Design miller_frame_rx_flat, sky130hd; sources not shown.
Figure 1. Clock wiring as the flow saved it.
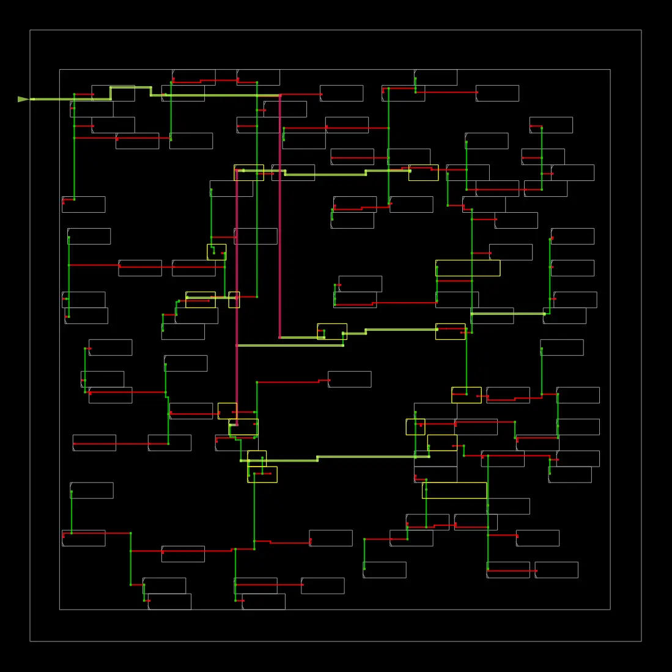
TritonCTS Sinks: 88
clkbuf count: 9
clk latency late pin: 360 ps
FFs & Latches: 88

Figure 2. Signal wires on met3.
Scale bar: 20 µm.
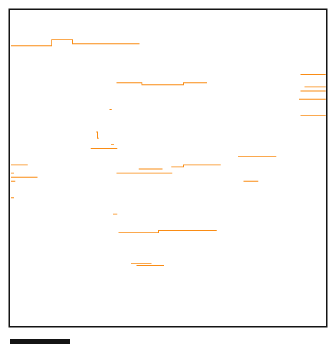
nets with wire on the layer = 18
longest straight run = 22.1 µm
wire length on this layer = 253 µm
main direction = horizontal
share of all routed wire = 2.5%
total wire length: 10.10 mm
DR vias: 3403
GR Util met3: 0.04562

Figure 3. M2 wires.
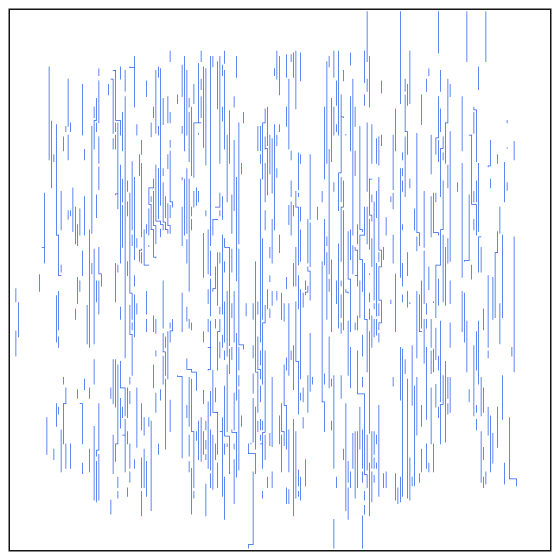
wire length on this layer = 4820 µm
share of all routed wire = 48%
longest straight run = 50.7 µm
nets with wire on the layer = 447
grt met2 use: 0.3204

Figure 4. Sizing map.
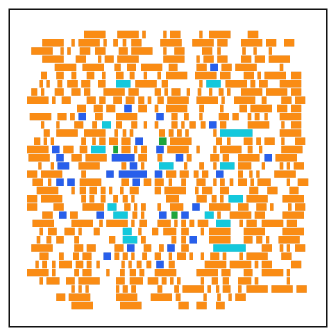
drive 2 -> green  # cells 3, share 0.60%
drive 1 or less -> orange  # cells 454, share 90%
drive 3 to 4 -> blue  # cells 31, share 6.2%
drive 6 and up -> cyan  # cells 15, share 3.0%
fin area: 0.004743 mm²
Non-clock buffers: 46
final setup margin: 43.80 ps

Figure 5. Met1 routing.
Scale bar: 20 µm. Cells faint in the background.
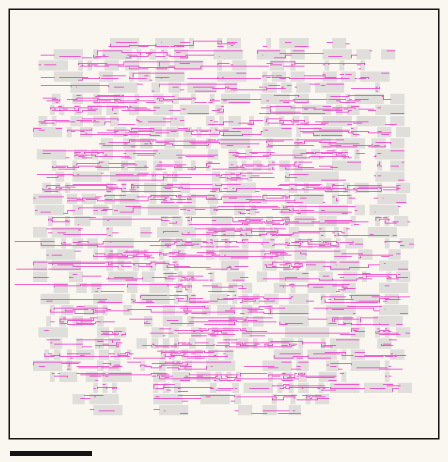
main direction = horizontal
share of all routed wire = 49%
wire length on this layer = 4930 µm
met1 usage in global routing: 0.2496

==> flow_summary_export.csv <==
group,metric,value,unit
route,drt-initial-drc-count,120,
synthesis,yosys-stat-area,0.004124,mm²
timing,relSlewSlack,0.5599,
power_and_ir_drop,pg_seq,1.41,mW
power_and_ir_drop,powerClk,1.12,mW
floorplanning,io_pins,19,
route,route.met3.wl,253,µm
synthesis,avgSynthCellArea,8.737,µm²
synthesis,ys_seq_frac,0.4272,
worst_hold_path,hold_path_depth,2,
synthesis,area_leaders,"dfxtp_1, mux2i_1, nor2_1",
outcome,outcome,"finished clean",
global_routing,antenna_found_initial,0,
job,warning_count,31,
finish,combGateArea,0.002177,mm²
power_and_ir_drop,combPwrFrac,0.033,
finish,mostFrequentLayoutCells,"dfxtp_1, nor2_1, nand2_1",
cts,post_cts_buffers,0,
route,ant_nets,0,
synthesis,synth_cells,472,
power_and_ir_drop,pg_comb,0.0866,mW
global_routing,busiest_layer,"met2",
critical_path,r2r_cells,6,
synthesis,fp_nets,486,
floorplanning,die_w,104.7,µm
finish,drive_above_1_share,0.09742,
finish,n_fill_cell,1028,
place,routabilityCongestion,0.7864,
cts,cts_resized,0,
synthesis,top_cells_by_count,"dfxtp_1, nor2_1, nand2_1",
timing,drv_slew,0,
cts,cts-root-buf,"clkbuf_8",
place,dpl.hpwl,7.222,mm
global_routing,grt_max_degree,22,
power_and_ir_drop,intPower,2.015,mW
route,routedWlPerCell,16.50,µm
power_and_ir_drop,p_sw,0.6052,mW
floorplanning,die_h,104.7,µm
timing,hold_ws,363.1,ps
power_and_ir_drop,power.leakage,1.897,nW
critical_path,cp.required,2680,ps
worst_hold_path,min_path_type,"flop to flop",
-- layout make-up --
class,instances,share of cell area
well taps,108,0.02849
clock inverters,7,0.02110
diodes,1,0.0005276
clock buffers,9,0.02611
repair buffers,46,0.08230
multi-input cells,339,0.4590
inverters,14,0.01108
flip-flops and latches,88,0.3714
-- critical path, stage by stage --
cell and delay (ps):
clkdlybuf4s50_1 430, or4_4 580, o31a_1 310, o311ai_4 350
buf_4 220, nor2_1 40, a211oi_1 200
-- logic make-up after synthesis --
family | share of synthesized area
AND-OR/OR-AND | 0.1259
AND/OR/NAND/NOR | 0.2127
XOR/XNOR | 0.06159
flip-flops | 0.4272
buffers and inverters | 0.04521
adder cells (fa/ha/maj) | 0.03034
multiplexers | 0.09709
